<file path="src/rtl/prbs_test_ctrl_if.sv">
// Wrapper-side link of the PRBS run sequencer: reset, seed byte stream,
// repeat count out to the wrapper, detector flag back from it.
interface prbs_test_ctrl_if;
  logic       dut_rst;    // active-low reset to the wrapper
  logic [7:0] data_in;    // byte stream to the wrapper
  logic [1:0] n;          // repeat count to the wrapper
  logic       data_flag;  // detector flag from the wrapper

  // Sequencer side drives the wrapper controls and watches the flag.
  modport master (
    output dut_rst,
    output data_in,
    output n,
    input  data_flag
  );

  // Wrapper side.
  modport slave (
    input  dut_rst,
    input  data_in,
    input  n,
    output data_flag
  );
endinterface

</file>
<file path="src/rtl/prbs_test_ctrl.sv">
// Run-level sequencer for the PRBS-15 generator / byte-sequence-detector
// wrapper. Each run resets the wrapper, streams a 4-byte seed, then waits a
// bounded number of cycles for the detector flag. Runs and failed runs are
// counted over a campaign and a pass/fail verdict is pulsed to the host.
//
// Host handshake: i_start is a request sampled only while idle; o_busy is
// high from acceptance until the campaign ends or is aborted, and any start
// seen while busy is dropped. o_done pulses for one cycle with o_pass valid
// in that same cycle. i_abort wins over start and data_flag in every
// non-idle state. i_rst is the asynchronous active-low reset.
module prbs_test_ctrl #(
  parameter int TO_W       = 16,
  parameter int RUN_W      = 8,
  parameter int RST_CYCLES = 2
) (
  input  logic              i_clk,
  input  logic              i_rst,
  input  logic              i_start,
  input  logic              i_abort,
  input  logic [31:0]       i_pattern,
  input  logic [1:0]        i_rep_n,
  input  logic [RUN_W-1:0]  i_num_runs,
  input  logic [TO_W-1:0]   i_timeout_cycles,
  prbs_test_ctrl_if.master  wrp,
  output logic              o_busy,
  output logic              o_done,
  output logic              o_pass,
  output logic [RUN_W-1:0]  o_run_cnt,
  output logic [RUN_W-1:0]  o_fail_cnt,
  output logic [2:0]        o_dbg_state
);

  localparam int RC_W = (RST_CYCLES < 2) ? 1 : $clog2(RST_CYCLES);

  typedef enum logic [2:0] {
    S_IDLE    = 3'd0,
    S_DUT_RST = 3'd1,
    S_LOAD    = 3'd2,
    S_WAIT    = 3'd3,
    S_REPORT  = 3'd4,
    S_FINISH  = 3'd5
  } state_t;

  state_t           r_state;
  logic [RC_W-1:0]  r_rst_cnt;
  logic [1:0]       r_load_cnt;
  logic [TO_W-1:0]  r_wait_cnt;
  logic             r_run_ok;

  // Campaign configuration captured at start.
  logic [31:0]      r_pattern;
  logic [TO_W-1:0]  r_timeout;
  logic [RUN_W-1:0] r_runs_tgt;

  logic             r_dut_rst;
  logic [7:0]       r_data_in;
  logic [1:0]       r_n;
  logic             r_busy;
  logic             r_done;
  logic             r_pass;
  logic [RUN_W-1:0] r_run_cnt;
  logic [RUN_W-1:0] r_fail_cnt;

  logic [7:0]       w_next_byte;
  logic [RUN_W-1:0] w_run_cnt_nxt;
  logic [RUN_W-1:0] w_runs_eff;

  // Byte that follows the one currently on data_in during LOAD.
  always_comb begin
    w_next_byte = r_pattern[7:0];
    case (r_load_cnt)
      2'd0:    w_next_byte = r_pattern[23:16];
      2'd1:    w_next_byte = r_pattern[15:8];
      default: w_next_byte = r_pattern[7:0];
    endcase
  end

  assign w_run_cnt_nxt = r_run_cnt + 1'b1;
  // A programmed run count of zero still runs once.
  assign w_runs_eff    = (i_num_runs == '0) ? RUN_W'(1) : i_num_runs;

  // Campaign sequencer: one run is DUT_RST -> LOAD -> WAIT -> REPORT.
  always_ff @(posedge i_clk or negedge i_rst) begin
    if (!i_rst) begin
      r_state    <= S_IDLE;
      r_rst_cnt  <= '0;
      r_load_cnt <= '0;
      r_wait_cnt <= '0;
      r_run_ok   <= 1'b0;
      r_pattern  <= '0;
      r_timeout  <= '0;
      r_runs_tgt <= '0;
      r_dut_rst  <= 1'b0;
      r_data_in  <= '0;
      r_n        <= '0;
      r_busy     <= 1'b0;
      r_done     <= 1'b0;
      r_pass     <= 1'b0;
      r_run_cnt  <= '0;
      r_fail_cnt <= '0;
    end else begin
      r_done <= 1'b0;
      if (r_state != S_IDLE && i_abort) begin
        // Counters and data_in keep their values; no done pulse.
        r_state   <= S_IDLE;
        r_dut_rst <= 1'b0;
        r_busy    <= 1'b0;
      end else begin
        case (r_state)
          S_IDLE: begin
            r_dut_rst <= 1'b0;
            if (i_start) begin
              r_pattern  <= i_pattern;
              r_n        <= i_rep_n;
              r_runs_tgt <= w_runs_eff;
              r_timeout  <= i_timeout_cycles;
              r_run_cnt  <= '0;
              r_fail_cnt <= '0;
              r_pass     <= 1'b0;
              r_busy     <= 1'b1;
              r_data_in  <= '0;
              r_rst_cnt  <= '0;
              r_state    <= S_DUT_RST;
            end
          end
          S_DUT_RST: begin
            if (r_rst_cnt == RC_W'(RST_CYCLES - 1)) begin
              r_dut_rst  <= 1'b1;
              r_data_in  <= r_pattern[31:24];
              r_load_cnt <= '0;
              r_state    <= S_LOAD;
            end else begin
              r_rst_cnt <= r_rst_cnt + 1'b1;
            end
          end
          S_LOAD: begin
            if (r_load_cnt == 2'd3) begin
              r_wait_cnt <= '0;
              r_state    <= S_WAIT;
            end else begin
              r_data_in  <= w_next_byte;
              r_load_cnt <= r_load_cnt + 1'b1;
            end
          end
          S_WAIT: begin
            // Flag is checked first so a flag on the timeout cycle passes.
            if (wrp.data_flag) begin
              r_run_ok <= 1'b1;
              r_state  <= S_REPORT;
            end else if (r_wait_cnt == r_timeout) begin
              r_run_ok <= 1'b0;
              r_state  <= S_REPORT;
            end else begin
              r_wait_cnt <= r_wait_cnt + 1'b1;
            end
          end
          S_REPORT: begin
            r_run_cnt <= w_run_cnt_nxt;
            if (!r_run_ok && r_fail_cnt != '1) begin
              r_fail_cnt <= r_fail_cnt + 1'b1;
            end
            if (w_run_cnt_nxt == r_runs_tgt) begin
              r_state <= S_FINISH;
            end else begin
              r_dut_rst <= 1'b0;
              r_data_in <= '0;
              r_rst_cnt <= '0;
              r_state   <= S_DUT_RST;
            end
          end
          S_FINISH: begin
            r_done    <= 1'b1;
            r_pass    <= (r_fail_cnt == '0);
            r_busy    <= 1'b0;
            r_dut_rst <= 1'b0;
            r_state   <= S_IDLE;
          end
          default: begin
            r_state <= S_IDLE;
          end
        endcase
      end
    end
  end

  assign wrp.dut_rst = r_dut_rst;
  assign wrp.data_in = r_data_in;
  assign wrp.n       = r_n;
  assign o_busy      = r_busy;
  assign o_done      = r_done;
  assign o_pass      = r_pass;
  assign o_run_cnt   = r_run_cnt;
  assign o_fail_cnt  = r_fail_cnt;
  assign o_dbg_state = r_state;

endmodule

</file>
<file path="src/flat_wrapper.sv">
// flat-port wrapper written by rule: the top's interface ports become plain ports
module prbs_test_ctrl_flat 
#(
  parameter int TO_W       = 16,
  parameter int RUN_W      = 8,
  parameter int RST_CYCLES = 2
)
  (i_clk, i_rst, i_start, i_abort, i_pattern, i_rep_n, i_num_runs, i_timeout_cycles, o_busy, o_done, o_pass, o_run_cnt, o_fail_cnt, o_dbg_state, wrp_dut_rst, wrp_data_in, wrp_n, wrp_data_flag);
  prbs_test_ctrl_if wrp_i ();
  input  logic i_clk;
  input  logic i_rst;
  input  logic i_start;
  input  logic i_abort;
  input  logic [31:0] i_pattern;
  input  logic [1:0] i_rep_n;
  input  logic [RUN_W-1:0] i_num_runs;
  input  logic [TO_W-1:0] i_timeout_cycles;
  output logic o_busy;
  output logic o_done;
  output logic o_pass;
  output logic [RUN_W-1:0] o_run_cnt;
  output logic [RUN_W-1:0] o_fail_cnt;
  output logic [2:0] o_dbg_state;
  output wire logic [$bits(wrp_i.dut_rst)-1:0] wrp_dut_rst;
  output wire logic [$bits(wrp_i.data_in)-1:0] wrp_data_in;
  output wire logic [$bits(wrp_i.n)-1:0] wrp_n;
  input wire logic [$bits(wrp_i.data_flag)-1:0] wrp_data_flag;
  assign wrp_dut_rst = wrp_i.dut_rst;
  assign wrp_data_in = wrp_i.data_in;
  assign wrp_n = wrp_i.n;
  assign wrp_i.data_flag = wrp_data_flag;
  prbs_test_ctrl #(.TO_W(TO_W), .RUN_W(RUN_W), .RST_CYCLES(RST_CYCLES)) u_core (.i_clk(i_clk), .i_rst(i_rst), .i_start(i_start), .i_abort(i_abort), .i_pattern(i_pattern), .i_rep_n(i_rep_n), .i_num_runs(i_num_runs), .i_timeout_cycles(i_timeout_cycles), .wrp(wrp_i), .o_busy(o_busy), .o_done(o_done), .o_pass(o_pass), .o_run_cnt(o_run_cnt), .o_fail_cnt(o_fail_cnt), .o_dbg_state(o_dbg_state));
endmodule
</file>
<file path="config.mk">
export PLATFORM = sky130hd
export DESIGN_NAME = prbs_test_ctrl_flat
export DESIGN_NICKNAME = d
export VERILOG_FILES = /design/src/rtl/prbs_test_ctrl_if.sv /design/src/rtl/prbs_test_ctrl.sv /design/src/flat_wrapper.sv
export SDC_FILE = /design/constraint.sdc
export NUM_CORES = 1
export LEC_CHECK = 0
export CORE_MARGIN = 4
export CORE_UTILIZATION = 40
export DETAILED_ROUTE_END_ITERATION = 6
export MAX_ROUTING_LAYER = met4
export PLACE_DENSITY = 0.64
export SYNTH_ARGS = -nofsm -noshare
export SYNTH_HDL_FRONTEND = slang
export SYNTH_SLANG_ARGS = --single-unit
</file>
<file path="constraint.sdc">
create_clock -name i_clk -period 2.58 [get_ports i_clk]
set_input_delay 0.774 -clock i_clk [delete_from_list [all_inputs] [get_ports i_clk]]
set_output_delay 0.774 -clock i_clk [all_outputs]
set_load 0.05 [all_outputs]
</file>
detail.png
Region (84, 84) to (104, 104) microns. Cells in grey, sequential cells in the stronger grey; small squares are vias.
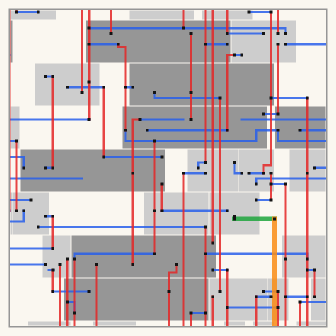
| layer | colour |
|---|---|
| metal 4 | orange |
| metal 2 | red |
| metal 3 | green |
| metal 1 | blue |
cells with their middle in the window: 18
most frequent: dfrtp_1 (6), xnor2_1 (3)
sequential cells in the window: 6
netlist names of flops here include: `u_core.r_timeout` (3), `u_core.r_wait_cnt` (3)

placement.png
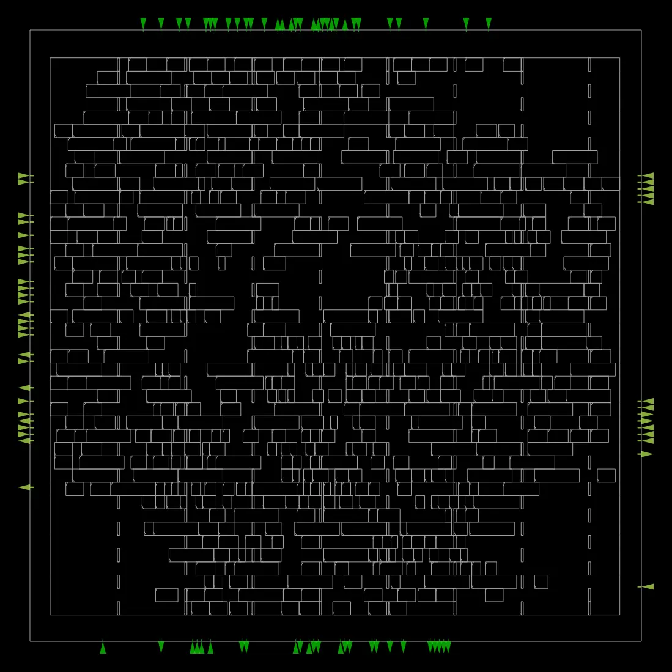
Flops: 109
Finished Layout Cells: 791
standard-cell row count: 42
utilization after layout: 52.8%

io_placement.png
Bar = 50 microns. Pins as bars across the die edge, other pins in grey.
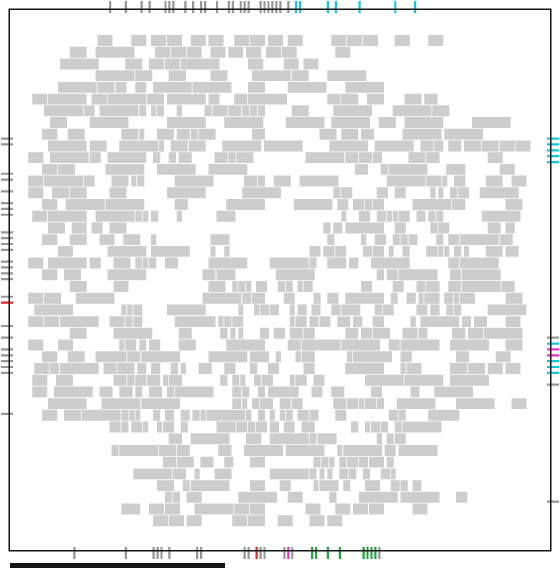
| port | colour | pins | direction | edge |
|---|---|---|---|---|
| `i_rep_n` | red | 2 | input | 1 south, 1 west |
| `o_fail_cnt` | green | 8 | output | south |
| `i_timeout_cycles` | cyan | 16 | input | 9 east, 7 north |
| `o_dbg_state` | magenta | 3 | output | 2 east, 1 south |

==> impl_metrics.json <==
{
  "cap_viol_max_count": 0,
  "worstSetupPathDepth": 1,
  "ys_area_sq_um": 5510,
  "cts_hold_buf": 0,
  "antenna_found_initial": 0,
  "worstSetupEndpoint": "o_run_cnt[4]",
  "critPathLaunchType": "flop",
  "die-area_sq_um": 15700,
  "layout.nets": 680,
  "wl_per_cell_microns": 16.6,
  "top_cells_by_area": "dfrtp_1 49%, mux2_2 7.4%, mux2_1 4.5%",
  "required_ps": 1810,
  "drt_iter0_markers": 198,
  "cp_data_arrival_time_ps": 1740,
  "slew_headroom_pct": 62.7,
  "drive_gt1_share_pct": 15.1,
  "vias": 4311,
  "ys_types": 56,
  "hold_viol_final": 0,
  "period_minus_slack_ps": 2520,
  "die_h_microns": 125,
  "core_sq_um": 13300,
  "h-tree-depth": 3,
  "fp_util_pct": 41.3,
  "setup_tns_ps": 0,
  "yosysTopAreaCellShare_pct": 49.5,
  "endpoint_kind": "output port",
  "cp_top_family": "buffers and inverters",
  "ys_async_sr_fraction_pct": 100,
  "min_path_type": "in2async",
  "post-cts-setup-buffer-count": 0,
  "syn_inst": 510,
  "r2r-start": "u_core.o_run_cnt[0]$_DFFE_PN0P_",
  "layout_top_cells": "109 x dfrtp_1, 90 x clkdlybuf4s50_1, 37 x nand2_1",
  "n_antenna_cell": 0,
  "place_ws_ps": -111,
  "routed_wl_microns": 13100,
  "cts_tree": "yes",
  "ys_cells": 510,
  "ys_warn_count": 0,
  "synth_top_cell_by_count": "dfrtp_1",
  "grt_pass1_wl_microns": 21800,
  "place_inst": 775,
  "power.density_nw_per_um2": 943,
  "insertion_delay_ps": 350,
  "timing.rr.end": "u_core.wrp.data_in[5]$_DFFE_PN0P_",
  "finClkSkew_ps": 6.18,
  "layout_top_cell": "dfrtp_1",
  "status": "complete, no violations"
}
-- report_power, final --
| group | switching [uW] | total, uW | internal (uW) | leakage, uW |
|---|---|---|---|---|
| clock network | 694 | 1380 | 691 | 0.000147 |
| registers | 419 | 2700 | 2280 | 0.00137 |
| logic | 1330 | 2560 | 1230 | 0.00130 |
-- area by class of cell --
cell class,count,area [sq um]
clock buffers,9,225
fillers,1207,6300
multi-input cells,359,2600
repair buffers,119,1160
flip-flops and latches,109,2730
inverters,12,45.0
well taps,176,220
clock inverters,7,68.8
-- worst min path at each step --
stage | endpoint | start | slack [ps] | cells past startpoint
5_1_grt | u_core.o_fail_cnt[6]$_DFFE_PN0P_ | i_rst | 340 | 1
4_1_cts | u_core.o_pass$_DFFE_PN0P_ | i_rst | 330 | 1
6_report | u_core.o_pass$_DFFE_PN0P_ | i_rst | 330 | 1
2_1_floorplan | u_core.r_pattern[24]$_DFFE_PN0P_ | u_core.r_pattern[24]$_DFFE_PN0P_ | 460 | 1
3_5_place_dp | u_core.r_pattern[28]$_DFFE_PN0P_ | u_core.r_pattern[28]$_DFFE_PN0P_ | 480 | 1
3_3_place_gp | u_core.wrp.n[0]$_DFFE_PN0P_ | u_core.wrp.n[0]$_DFFE_PN0P_ | 470 | 1
-- stage by stage --
| step | area, sq um | power, uW |
|---|---|---|
| floorplan | 5510 | 4490 |
| global placement | 6750 | 5240 |
| detailed placement | 6750 | 5330 |
| CTS | 7050 | 6740 |
| global route | 7050 | 7080 |
| finish | 7050 | 6650 |
-- what timing repair did --
action                                  in CTS  in global routing
hold endpoints to repair                     0                  0
endpoints found under the setup margin       0                  1
gates resized                                0                  1
-- sequential cells by signal (all words and copies together), names as in the netlist, 2 cells and up --
| signal | count |
|---|---|
| u_core.o_dbg_state | 3 |
| u_core.wrp.n | 2 |
| u_core.r_load_cnt | 2 |
| u_core.wrp.data_in | 8 |
| u_core.r_wait_cnt | 16 |
| u_core.r_timeout | 16 |
| u_core.r_runs_tgt | 8 |
| u_core.r_pattern | 32 |
| u_core.o_fail_cnt | 8 |
| u_core.o_run_cnt | 8 |
-- kinds of logic after synthesis --
group	count (synthesis)	share of synthesized area [%]
AND-OR/OR-AND	120	14.7
XOR/XNOR	27	4.29
adder cells (fa/ha/maj)	7	1.59
buffers and inverters	42	3.47
flip-flops	109	49.5
multiplexers	63	12.8
AND/OR/NAND/NOR	142	13.7
-- routing by layer --
layer  track usage [%]  part of all wire (%)  vias up
met1              22.1                    46     2136
met5                 -                     0        -
met3              3.88                   3.6       15
met2              28.1                    49       98
met4              4.97                   1.6        0
li1                  -                     -     2062
Power figures rest on the tool's default switching activity, not on a simulated workload.
